<file path="config.mk">
export PLATFORM = sky130hd
export DESIGN_NAME = program_loader
export DESIGN_NICKNAME = d
export VERILOG_FILES = /design/src/rtl/program_loader_pkg.sv /design/src/rtl/program_loader_uart_rx.sv /design/src/rtl/program_loader.sv
export SDC_FILE = /design/constraint.sdc
export NUM_CORES = 1
export LEC_CHECK = 0
export CORE_ASPECT_RATIO = 1.5
export CORE_UTILIZATION = 40
export CTS_BUF_LIST = sky130_fd_sc_hd__clkbuf_16
export DETAILED_ROUTE_END_ITERATION = 6
export GPL_TIMING_DRIVEN = 0
export SYNTH_ARGS = -nofsm -noshare
export SYNTH_HDL_FRONTEND = slang
export SYNTH_SLANG_ARGS = --single-unit
</file>
<file path="constraint.sdc">
create_clock -name clock -period 12.4 [get_ports clock]
set_input_delay 2.48 -clock clock [delete_from_list [all_inputs] [get_ports clock]]
set_output_delay 2.48 -clock clock [all_outputs]
set_load 0.01 [all_outputs]
</file>
<file path="src/rtl/program_loader_pkg.sv">
// program_loader_pkg: shared constants and FSM state type for the serial boot loader
package program_loader_pkg;

    localparam logic [7:0] SYNC_BYTE = 8'hA5;

    typedef enum logic [1:0] {
        IDLE  = 2'd0,
        COUNT = 2'd1,
        DATA  = 2'd2,
        CSUM  = 2'd3
    } state_t;

endpackage

</file>
<file path="src/rtl/program_loader_uart_rx.sv">
// uart_rx: 8N1 byte receiver with input synchronizer, mid-bit start recheck and framing-error pulse
module uart_rx #(
    parameter int CLKS_PER_BIT = 5208
) (
    input  logic       clock,
    input  logic       reset,
    input  logic       rx,
    output logic [7:0] data,
    output logic       valid,
    output logic       ferr
);

    localparam int CW = $clog2(CLKS_PER_BIT);
    localparam logic [CW-1:0] HALF = CW'(CLKS_PER_BIT / 2 - 1);
    localparam logic [CW-1:0] FULL = CW'(CLKS_PER_BIT - 1);
    localparam logic [1:0] R_IDLE = 2'd0, R_START = 2'd1, R_DATA = 2'd2, R_STOP = 2'd3;

    logic [1:0]    sync;
    logic          prev;
    logic [1:0]    st;
    logic [CW-1:0] cnt;
    logic [2:0]    bit_idx;
    logic          tick;

    assign tick = (st == R_START) ? (cnt == HALF) : (cnt == FULL);

    // synchronize rx, find the start edge, then sample each bit at its centre
    always_ff @(posedge clock or posedge reset) begin
        if (reset) begin
            sync    <= 2'b11;
            prev    <= 1'b1;
            st      <= R_IDLE;
            cnt     <= '0;
            bit_idx <= '0;
            data    <= '0;
            valid   <= 1'b0;
            ferr    <= 1'b0;
        end else begin
            sync  <= {sync[0], rx};
            prev  <= sync[1];
            valid <= 1'b0;
            ferr  <= 1'b0;
            cnt   <= (st == R_IDLE || tick) ? '0 : cnt + 1'b1;
            case (st)
                R_IDLE:  if (prev && !sync[1]) st <= R_START;
                R_START: if (tick) st <= sync[1] ? R_IDLE : R_DATA;
                R_DATA: if (tick) begin
                    data    <= {sync[1], data[7:1]};
                    bit_idx <= bit_idx + 1'b1;
                    if (bit_idx == 3'd7) st <= R_STOP;
                end
                R_STOP: if (tick) begin
                    valid <= sync[1];
                    ferr  <= ~sync[1];
                    st    <= R_IDLE;
                end
            endcase
        end
    end

endmodule

</file>
<file path="src/rtl/program_loader.sv">
// program_loader: receives a framed, checksummed program image over UART and writes it into instruction memory
module program_loader
    import program_loader_pkg::*;
#(
    parameter int CLKS_PER_BIT   = 5208,
    parameter int ADDR_W         = 8,
    parameter int TIMEOUT_CYCLES = 2_000_000
) (
    input  logic              clock,
    input  logic              reset,
    input  logic              rx,
    output logic              mem_we,
    output logic [ADDR_W-1:0] mem_addr,
    output logic [31:0]       mem_wdata,
    output logic              cpu_hold,
    output logic              busy,
    output logic              done,
    output logic              error
);

    localparam int TW = $clog2(TIMEOUT_CYCLES + 1);

    logic [7:0]    rx_data;
    logic          rx_valid;
    logic          rx_ferr;
    state_t        state;
    logic [23:0]   word;
    logic [1:0]    byte_idx;
    logic [8:0]    left;
    logic [7:0]    csum;
    logic [TW-1:0] tcnt;
    logic          timeout;

    uart_rx #(.CLKS_PER_BIT(CLKS_PER_BIT)) u_rx (
        .clock(clock),
        .reset(reset),
        .rx(rx),
        .data(rx_data),
        .valid(rx_valid),
        .ferr(rx_ferr)
    );

    assign timeout = (state != IDLE) && (tcnt == TW'(TIMEOUT_CYCLES));

    // inter-byte idle timer, only armed while a frame is open
    always_ff @(posedge clock or posedge reset) begin
        if (reset) tcnt <= '0;
        else       tcnt <= (state == IDLE || rx_valid) ? '0 : tcnt + 1'b1;
    end

    // frame FSM: sync, word count, data words with running checksum, checksum verify
    always_ff @(posedge clock or posedge reset) begin
        if (reset) begin
            state     <= IDLE;
            word      <= '0;
            byte_idx  <= '0;
            left      <= '0;
            csum      <= '0;
            mem_we    <= 1'b0;
            mem_addr  <= '0;
            mem_wdata <= '0;
            cpu_hold  <= 1'b0;
            busy      <= 1'b0;
            done      <= 1'b0;
            error     <= 1'b0;
        end else begin
            mem_we <= 1'b0;
            done   <= 1'b0;
            if (mem_we) mem_addr <= mem_addr + 1'b1;
            if (state != IDLE && (rx_ferr || timeout)) begin
                error <= 1'b1;
                busy  <= 1'b0;
                state <= IDLE;
            end else if (rx_valid) begin
                case (state)
                    IDLE: if (rx_data == SYNC_BYTE) begin
                        error    <= 1'b0;
                        cpu_hold <= 1'b1;
                        busy     <= 1'b1;
                        csum     <= '0;
                        mem_addr <= '0;
                        byte_idx <= '0;
                        state    <= COUNT;
                    end
                    COUNT: begin
                        left  <= {rx_data == 8'd0, rx_data};
                        state <= DATA;
                    end
                    DATA: begin
                        word     <= {word[15:0], rx_data};
                        csum     <= csum + rx_data;
                        byte_idx <= byte_idx + 1'b1;
                        if (byte_idx == 2'd3) begin
                            mem_wdata <= {word, rx_data};
                            mem_we    <= 1'b1;
                            left      <= left - 1'b1;
                            if (left == 9'd1) state <= CSUM;
                        end
                    end
                    CSUM: begin
                        busy  <= 1'b0;
                        state <= IDLE;
                        if (rx_data == csum) begin
                            done     <= 1'b1;
                            cpu_hold <= 1'b0;
                        end else begin
                            error <= 1'b1;
                        end
                    end
                endcase
            end
        end
    end

endmodule

</file>
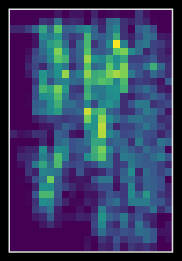
wire_density.png
(1.5 px per um) The die is cut into 22 by 32 equal tiles; dark purple is low, yellow is high, scaled to the fullest tile. Values are wire area over tile area, all layers added.
- fullest tile: 0.50
- mean over tiles: 0.12
- tiles over half the peak: 11%
Global Route Usage Sum: 16.8%
vias after detailed routing: 4,631
Routed wire per std cell: 15.2 um
final WL: 13,300 um

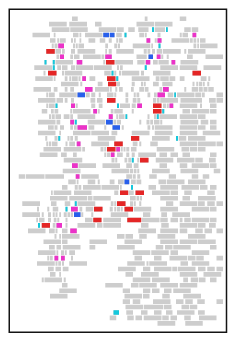
gate_families.png
(2 px per um)
- inverters: cyan (cells 25)
- adder and majority cells: red (cells 21)
- AND-OR and OR-AND gates: blue (cells 8)
- AND and OR gates: magenta (cells 31)
non-filler cells, final: 876
most instantiated logic cell after routing: dfrtp_1
Comb/total area: 36.7%

==> flow_summary.json <==
{
  "startpoint_type": "flip-flop",
  "crit_chain": "clkdlybuf4s50_1",
  "clk_pin_slew_ns": 0.06,
  "cpPeakStageDelay_ns": 0.57,
  "ys_types": 63,
  "ys_sh_mux_pct": 11.7,
  "grt_max_degree": 101,
  "drc": 0,
  "cts_hold_buffers": 0,
  "edf_count": 0,
  "timing.fmax_mhz": 256,
  "ys_seq_share_pct": 52.9,
  "finClkSkew_ns": 0.0105,
  "synthesis.area_um2": 6720,
  "tool_warnings": 33,
  "routabilityCongestion": 0.859,
  "grt_first_pass_wirelength_um": 22500,
  "top_logic_kind": "simple AND/OR/NAND/NOR gates",
  "synth.net_count": 614,
  "path_class": "flip-flop to output pin",
  "numSynthFlops": 142,
  "ys_cells": 590,
  "clock_sinks": 142,
  "fin_util_pct": 49.3,
  "ys_sh_xor_pct": 5.21,
  "fin_tns_setup_ns": 0,
  "core.rowCount": 57,
  "dpl_cell_area_um2": 7480,
  "slew_headroom_pct": 25.0,
  "ant_nets": 0,
  "die_h_um": 161,
  "critPathRequiredTime_ns": 9.92,
  "setup_viol": 0,
  "post-place-cells": 844,
  "outcome": "finished, final reports clean",
  "post-place-ws_ns": 8.64,
  "hold_viol": 0,
  "diodes": 0,
  "avgViaCountPerCell": 5.29,
  "first_pass_iters": 6,
  "cts_tree": "yes",
  "mostFrequentLayoutCells": "dfrtp_1, mux2_2, nor2_1, clkdlybuf4s50_1, nand2_1",
  "worstMarginPinSlew_ns": 1.12,
  "setup_ws_ns": 8.50,
  "die_w_um": 108,
  "ys_sh_aoi_pct": 8.32,
  "maxCapViolCount": 0,
  "cp.arrival_ns": 1.42,
  "period_needed_ns": 3.90,
  "cts_buffers": 17,
  "power.density_nw_per_um2": 126,
  "io_buffers": 47,
  "finalClockPeriodUsage_pct": 31.5,
  "final_net_count": 681,
  "hpwl_um": 9550,
  "clk_path_buf_depth": 2,
  "slowest_stage": "clkdlybuf4s50_1"
}
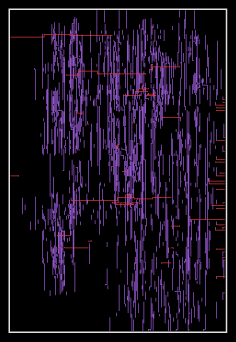
metal_stack.png
(2 px per um) Two of the layers only.
- met3: red (wire length 376 um)
- met2: purple (wire length 7,210 um)

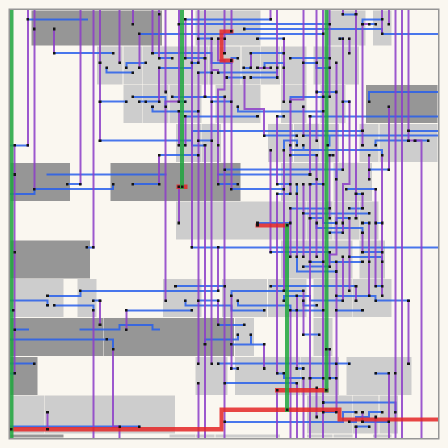
zoom.png
Window x 39 to 69, y 65 to 95 um. Cells in grey, sequential cells in the stronger grey; small squares are vias.
- met1: blue
- met3: red
- met4: green
- met2: purple
- cells with their middle in the window: 57
- most frequent: nand2_1 (8), o21ai_0 (7), dfrtp_1 (6)
- sequential cells in the window: 6
- netlist names of flops here include: `csum` (3)

==> flip-flops by register name (all words and copies together), names as in the netlist, 8 cells and up, named ones only <==
| name | count |
|---|---|
| word | 24 |
| u_rx.cnt | 13 |
| tcnt | 21 |
| left | 9 |
| u_rx.data | 8 |
| csum | 8 |
| mem_addr | 8 |
| mem_wdata | 32 |
==> cell type report <==
cell class                      instances  area, um2
Fill cell                            1490       8290
Sequential cell                       142       3560
Multi-Input combinational cell        403       2950
Timing Repair Buffer                   48        498
Clock buffer                           17        425
Tap cell                              206        258
Clock inverter                         15        138
Buffer                                 20        119
Inverter                               25       98.8
==> worst paths after layout <==
path	start	to	slack (ns)	cells past startpoint
worst max-delay path	mem_addr[2]$_DFF_PP0_	mem_addr[2]	8.50	1
worst min-delay path	u_rx.sync[0]$_DFF_PP1_	u_rx.sync[1]$_DFF_PP1_	0.36	0
worst max register to register	tcnt[12]$_DFF_PP0_	word[21]$_DFFE_PP0P_	9.61	6
worst min register to register	u_rx.sync[0]$_DFF_PP1_	u_rx.sync[1]$_DFF_PP1_	0.36	0
max in group asynchronous	reset	u_rx.prev$_DFF_PP1_	9.13	3
min in group asynchronous	reset	mem_wdata[8]$_DFFE_PP0P_	2.45	2
==> report_power, final <==
part	internal (mW)	total [mW]	switching, mW
Combinational	0.0147	0.0385	0.0238
Sequential	0.476	0.490	0.0144
Clock	0.278	0.484	0.206
Total	0.768	1.01	0.244
==> cell usage after synthesis, types with 4 or more instances <==
cell | count | area [um2]
xnor2_1 | 18 | 158
nor3_1 | 17 | 85.1
nor2_1 | 58 | 218
o21ai_0 | 25 | 125
nand3_1 | 24 | 120
xor2_1 | 22 | 193
nand4_1 | 9 | 56.3
a211oi_1 | 4 | 30.0
inv_1 | 25 | 93.8
mux2_2 | 67 | 754
clkbuf_1 | 9 | 33.8
and3_1 | 5 | 31.3
nor4_1 | 8 | 50.1
dfrtp_1 | 139 | 3480
a21oi_1 | 11 | 55.1
nand2_1 | 41 | 154
buf_6 | 4 | 45.0
ha_1 | 20 | 250
o31ai_1 | 4 | 30.0
or3_1 | 4 | 25.0
a221oi_2 | 5 | 75.1
or2_2 | 8 | 50.1
==> through the flow <==
step | total power, mW | hold slack (ns)
global placement | 0.534 | 0.346
CTS | 1.02 | 0.356
detailed placement | 0.538 | 0.347
floorplan | 0.525 | 0.345
finish | 1.01 | 0.355
global route | 1.05 | 0.359
==> worst register-to-register path: stages (launching register included) <==
cell	delay [ns]
dfrtp_1	0.43
or4b_4	0.57
nor4_1	0.25
a31oi_1	0.25
o211ai_2	0.52
buf_4	0.30
mux2_2	0.36
==> routing by layer <==
| metal | share of wire (%) | up-vias | track usage [%] |
|---|---|---|---|
| met2 | 54 | 78 | 30.5 |
| met3 | 2.8 | 24 | 3.73 |
| met5 | 0 | - | 0 |
| met4 | 2.3 | 0 | 7.47 |
| li1 | - | 2217 | - |
| met1 | 41 | 2312 | 18.2 |
==> cell families after synthesis <==
| group | after synthesis |
|---|---|
| and+or+nand+nor | 197 |
| DFF | 142 |
| AOI/OAI and AO/OA | 75 |
| muxes | 70 |
| buffers and inverters | 45 |
| xor gates and xnor gates | 40 |
| adders and majority gates | 21 |
Power is estimated from default activity; no workload was simulated.
